Figure 1. Wiring by layer (run 1).
Only two layers are drawn.
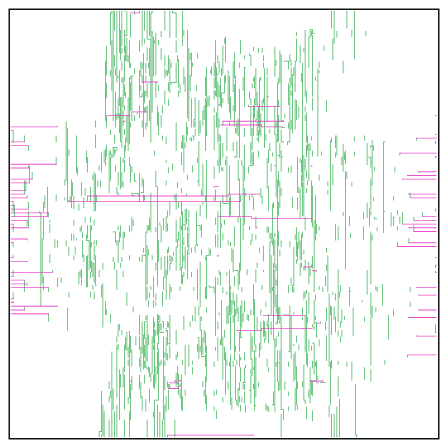
Figure 2. Met1 routing (run 1).
Bar = 50 um. Supply wires on this layer in gray.
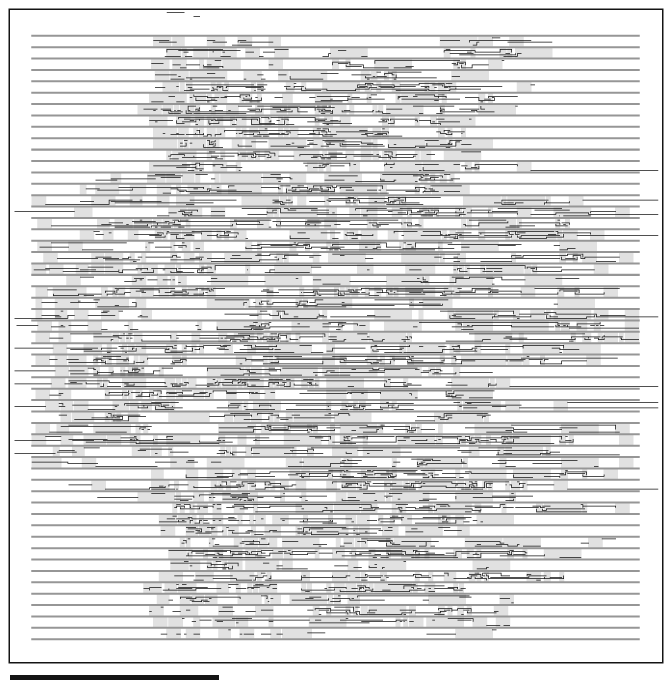
Figure 3. Nets reached from selected ports (run 1).
Bar = 50 um.
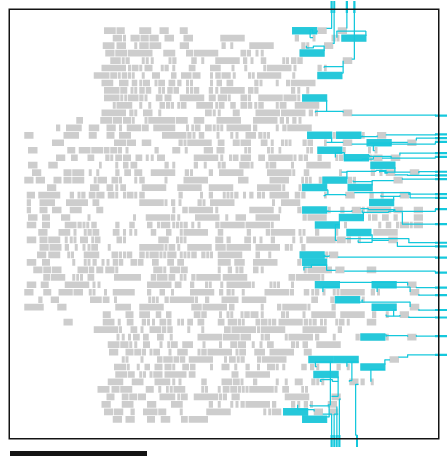
--- src/rtl/pipe_csel_adder.sv ---
// Two-stage pipelined carry-select adder/subtractor with valid/ready handshake.
// Stage 1 builds per-segment candidate sums; stage 2 resolves the select chain.
module pipe_csel_adder #(
  parameter int unsigned WIDTH = 32,
  parameter int unsigned SEG   = 8
) (
  input  logic             clk,
  input  logic             rst_n,
  input  logic             in_valid,
  output logic             in_ready,
  input  logic [WIDTH-1:0] x,
  input  logic [WIDTH-1:0] y,
  input  logic             cin,
  input  logic             sub,
  output logic             out_valid,
  input  logic             out_ready,
  output logic [WIDTH-1:0] sum,
  output logic             cout,
  output logic             ovf,
  output logic             zero
);

  localparam int unsigned NSEG = WIDTH / SEG;

  if (SEG < 2 || (WIDTH % SEG) != 0) begin : g_param_check
    $error("pipe_csel_adder: WIDTH must be a multiple of SEG and SEG must be >= 2");
  end

  // Handshake: each stage moves when it is empty or its consumer takes the beat
  logic s1_valid;
  logic s2_valid;
  logic s1_adv;
  logic s2_adv;
  logic accept;

  assign s2_adv    = !s2_valid || out_ready;
  assign s1_adv    = !s1_valid || s2_adv;
  assign in_ready  = s1_adv;
  assign accept    = in_valid && s1_adv;
  assign out_valid = s2_valid;

  // Subtraction is x + ~y + 1, so the external carry-in is overridden
  logic [WIDTH-1:0] b_eff;
  logic             c_eff;
  logic [SEG-1:0]   lo_sum_d;
  logic             lo_c_d;

  assign b_eff = sub ? ~y : y;
  assign c_eff = sub | cin;
  assign {lo_c_d, lo_sum_d} = (SEG+1)'(x[SEG-1:0]) + (SEG+1)'(b_eff[SEG-1:0])
                            + (SEG+1)'(c_eff);

  logic [SEG-1:0]   s1_lo_sum;
  logic             s1_lo_c;
  logic             s1_a_msb;
  logic             s1_b_msb;
  logic [WIDTH-1:0] res_sum;
  logic             res_cout;
  logic             ovf_d;

  always_ff @(posedge clk or negedge rst_n) begin
    if (!rst_n) begin
      s1_valid  <= 1'b0;
      s1_lo_sum <= '0;
      s1_lo_c   <= 1'b0;
      s1_a_msb  <= 1'b0;
      s1_b_msb  <= 1'b0;
    end else begin
      if (s1_adv) begin
        s1_valid <= in_valid;
      end
      if (accept) begin
        s1_lo_sum <= lo_sum_d;
        s1_lo_c   <= lo_c_d;
        s1_a_msb  <= x[WIDTH-1];
        s1_b_msb  <= b_eff[WIDTH-1];
      end
    end
  end

  if (NSEG > 1) begin : g_csel
    logic [NSEG-1:1][SEG-1:0] cand0_d;
    logic [NSEG-1:1][SEG-1:0] cand1_d;
    logic [NSEG-1:1]          c0_d;
    logic [NSEG-1:1]          c1_d;
    logic [NSEG-1:1][SEG-1:0] s1_cand0;
    logic [NSEG-1:1][SEG-1:0] s1_cand1;
    logic [NSEG-1:1]          s1_c0;
    logic [NSEG-1:1]          s1_c1;
    logic [NSEG-1:0]          carry;

    // Upper segments precompute both carry-in outcomes
    for (genvar k = 1; k < NSEG; k++) begin : g_seg
      logic [SEG-1:0] xa;
      logic [SEG-1:0] yb;
      assign xa = x[k*SEG +: SEG];
      assign yb = b_eff[k*SEG +: SEG];
      assign {c0_d[k], cand0_d[k]} = (SEG+1)'(xa) + (SEG+1)'(yb);
      assign {c1_d[k], cand1_d[k]} = (SEG+1)'(xa) + (SEG+1)'(yb) + (SEG+1)'(1'b1);
    end

    always_ff @(posedge clk or negedge rst_n) begin
      if (!rst_n) begin
        s1_cand0 <= '0;
        s1_cand1 <= '0;
        s1_c0    <= '0;
        s1_c1    <= '0;
      end else if (accept) begin
        s1_cand0 <= cand0_d;
        s1_cand1 <= cand1_d;
        s1_c0    <= c0_d;
        s1_c1    <= c1_d;
      end
    end

    // Each segment picks its candidate by the resolved carry of the one below
    always_comb begin
      carry              = '0;
      res_sum            = '0;
      carry[0]           = s1_lo_c;
      res_sum[SEG-1:0]   = s1_lo_sum;
      for (int unsigned k = 1; k < NSEG; k++) begin
        res_sum[k*SEG +: SEG] = carry[k-1] ? s1_cand1[k] : s1_cand0[k];
        carry[k]              = carry[k-1] ? s1_c1[k] : s1_c0[k];
      end
    end

    assign res_cout = carry[NSEG-1];
  end else begin : g_single
    assign res_sum  = s1_lo_sum;
    assign res_cout = s1_lo_c;
  end

  assign ovf_d = (s1_a_msb == s1_b_msb) && (res_sum[WIDTH-1] != s1_a_msb);

  // Output stage holds its beat stable while downstream stalls
  always_ff @(posedge clk or negedge rst_n) begin
    if (!rst_n) begin
      s2_valid <= 1'b0;
      sum      <= '0;
      cout     <= 1'b0;
      ovf      <= 1'b0;
      zero     <= 1'b0;
    end else if (s2_adv) begin
      s2_valid <= s1_valid;
      if (s1_valid) begin
        sum  <= res_sum;
        cout <= res_cout;
        ovf  <= ovf_d;
        zero <= (res_sum == '0);
      end
    end
  end

endmodule

--- config.mk ---
export PLATFORM = sky130hd
export DESIGN_NAME = pipe_csel_adder
export DESIGN_NICKNAME = d
export VERILOG_FILES = /design/src/rtl/pipe_csel_adder.sv
export SDC_FILE = /design/constraint.sdc
export NUM_CORES = 1
export LEC_CHECK = 0
export ABC_AREA = 1
export CORE_MARGIN = 5
export CORE_UTILIZATION = 30
export DETAILED_ROUTE_END_ITERATION = 16
export PLACE_DENSITY = 0.54
export SYNTH_ARGS = -nofsm -noshare
export SYNTH_HDL_FRONTEND = slang
export SYNTH_SLANG_ARGS = --single-unit
--- constraint.sdc ---
create_clock -name clk -period 2.1 [get_ports clk]
set_input_delay 0.42 -clock clk [delete_from_list [all_inputs] [get_ports clk]]
set_output_delay 0.42 -clock clk [all_outputs]
set_load 0.01 [all_outputs]
==> job_summary.md, run 1 <==
## Implementation flow summary

| Metric | Value |
|---|---|
| Critical path arrival | `2.33 ns` |
| Seq share, synth | `0.400` |
| Layout clock buffer count | `12` |
| CTS max path bufs | `2` |
| Flop count | `102` |
| Syn nets | `947` |
| Top cell class by occupied area | `logic gates` |
| Unrepaired setup endpoints after global routing | `true` |
| Status | `completed` |
| Post-Syn Instances | `835` |
| Seq group | `2.92 mW` |
| Layout cells sized above 1 | `0.239` |
| Final hold vios | `0` |
| Final WS setup | `0.000403 ns` |
| Clock slew at reported path FFs | `0.06 ns` |
| Final Cycle Share | `1.00` |
| CP max stage cell | `fa_2` |
| Simple-Gate Area Share | `0.261` |
| Most frequent cells in the layout | `214 x nand2_1, 102 x dfrtp_1, 88 x inv_1` |
| Nets@finish | `1123` |
| Vias per inst | `4.39` |
| Clk tree area frac | `0.0334` |
| Worst R2R Start | `s1_lo_c$_DFFE_PN0P_` |
| Non-CTS buffers | `192` |
| CTS sink count | `102` |
| Post-synth mux share | `0` |
| Wire length on met2 | `6850 um` |
| Main synth FF type | `dfrtp_1` |
| Worst path max stage delay | `0.41 ns` |
| Top cells by area | `dfrtp_1 40%, nand2_1 15%, ha_1 7.3%, o21ai_0 6.2%, inv_1 6.1%` |
| Count of buffer and inverter cells on the critical path | `1` |
| Avg Cell Area, Syn | `7.63 um2` |
| Dominant cell type by area after synthesis | `dfrtp_1` |
Back to the opening pictures, Figure 1:
[magenta] metal 3 | wire length: 739 um
[green] metal 2 | wire length: 6850 um

Back to the opening pictures, Figure 2:
wire length on this layer: 8970 um
share of all routed wire: 53%
via count: 5676
met1 Track Usage GR: 0.211

Back to the opening pictures, Figure 3:
[cyan] sum | bits: 32 | direction: output | edge: 23 right, 5 bottom, 4 top | end cells: 32 | buffers: 32 | wire: 963 um
IO Port Bufs: 106
io pins: 107

==> run 2: changes to the inputs <==
- GPL_TIMING_DRIVEN: default -> 1
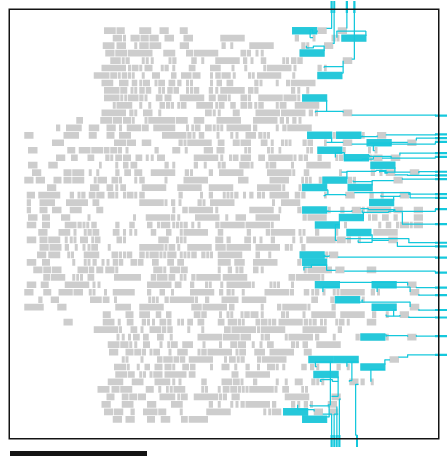
Figure 4: run 2, nets reached from selected ports.
Bar = 50 um.
[cyan] sum | bits: 32 | direction: output | edge: 23 right, 5 bottom, 4 top | end cells: 32 | buffers: 32 | wire: 963 um

==> run 2 against run 1 <==
Compared with the run above: setup slack unchanged; clock-buffer cell count unchanged; total power unchanged; critical path type unchanged; die size unchanged; largest power group unchanged.
==> job_summary.md, run 2 <==
## Implementation flow summary

| Metric | Value |
|---|---|
| Post-synth mux share | `0` |
| Final min period | `2.10 ns` |
| DR top layer | `met4` |
| Xor/xnor share | `0.0550` |
| Simple-Gate Area Share | `0.261` |
| Final Cycle Share | `1.00` |
| Register bit total from synthesis | `102` |
| Num CTS Buffers | `9` |
| Layout cells sized above 1 | `0.239` |
| EDFF count, synth | `0` |
| Dominant cell type by area after synthesis | `dfrtp_1` |
| Clock slew at reported path FFs | `0.06 ns` |
| Syn nets | `947` |
| Via count | `5676` |
| CTS sink count | `102` |
| Final hold vios | `0` |
| Io pins | `107` |
| Flop count | `102` |
| Critical path type | `in2reg` |
| CTS max path bufs | `2` |
| Number of setup violations in the final report | `0` |
| Area grow syn2layout | `45.2%` |
| Wire length on met2 | `6850 um` |
| Post-Syn Instances | `835` |
| Drt first pass iters | `4` |
| Main synth FF type | `dfrtp_1` |
| Most frequent cells in the layout | `214 x nand2_1, 102 x dfrtp_1, 88 x inv_1` |
| Final WS setup | `0.000403 ns` |
| Worst R2R Start | `s1_lo_c$_DFFE_PN0P_` |
| Unrepaired setup endpoints after global routing | `true` |
| Cell area after layout | `9250 um2` |
| Met1 Track Usage GR | `0.211` |
| Seq share, synth | `0.400` |
| Worst path max stage delay | `0.41 ns` |
| Seq group | `2.92 mW` |
| Critical Path Start | `sub` |
| Avg Cell Area, Syn | `7.63 um2` |
| Top cell class by occupied area | `logic gates` |
| Total track usage | `0.137` |
| Status | `completed` |
| Nets@finish | `1123` |
| IO Port Bufs | `106` |
| Critical path arrival | `2.33 ns` |
| Non-CTS buffers | `192` |
| Vias per inst | `4.39` |
| Sequential share of power | `0.343` |
| CP max stage cell | `fa_2` |
| Top cells by area | `dfrtp_1 40%, nand2_1 15%, ha_1 7.3%, o21ai_0 6.2%, inv_1 6.1%` |
| Count of buffer and inverter cells on the critical path | `1` |
No activity file was given, so power comes from the tool's default toggle rates.
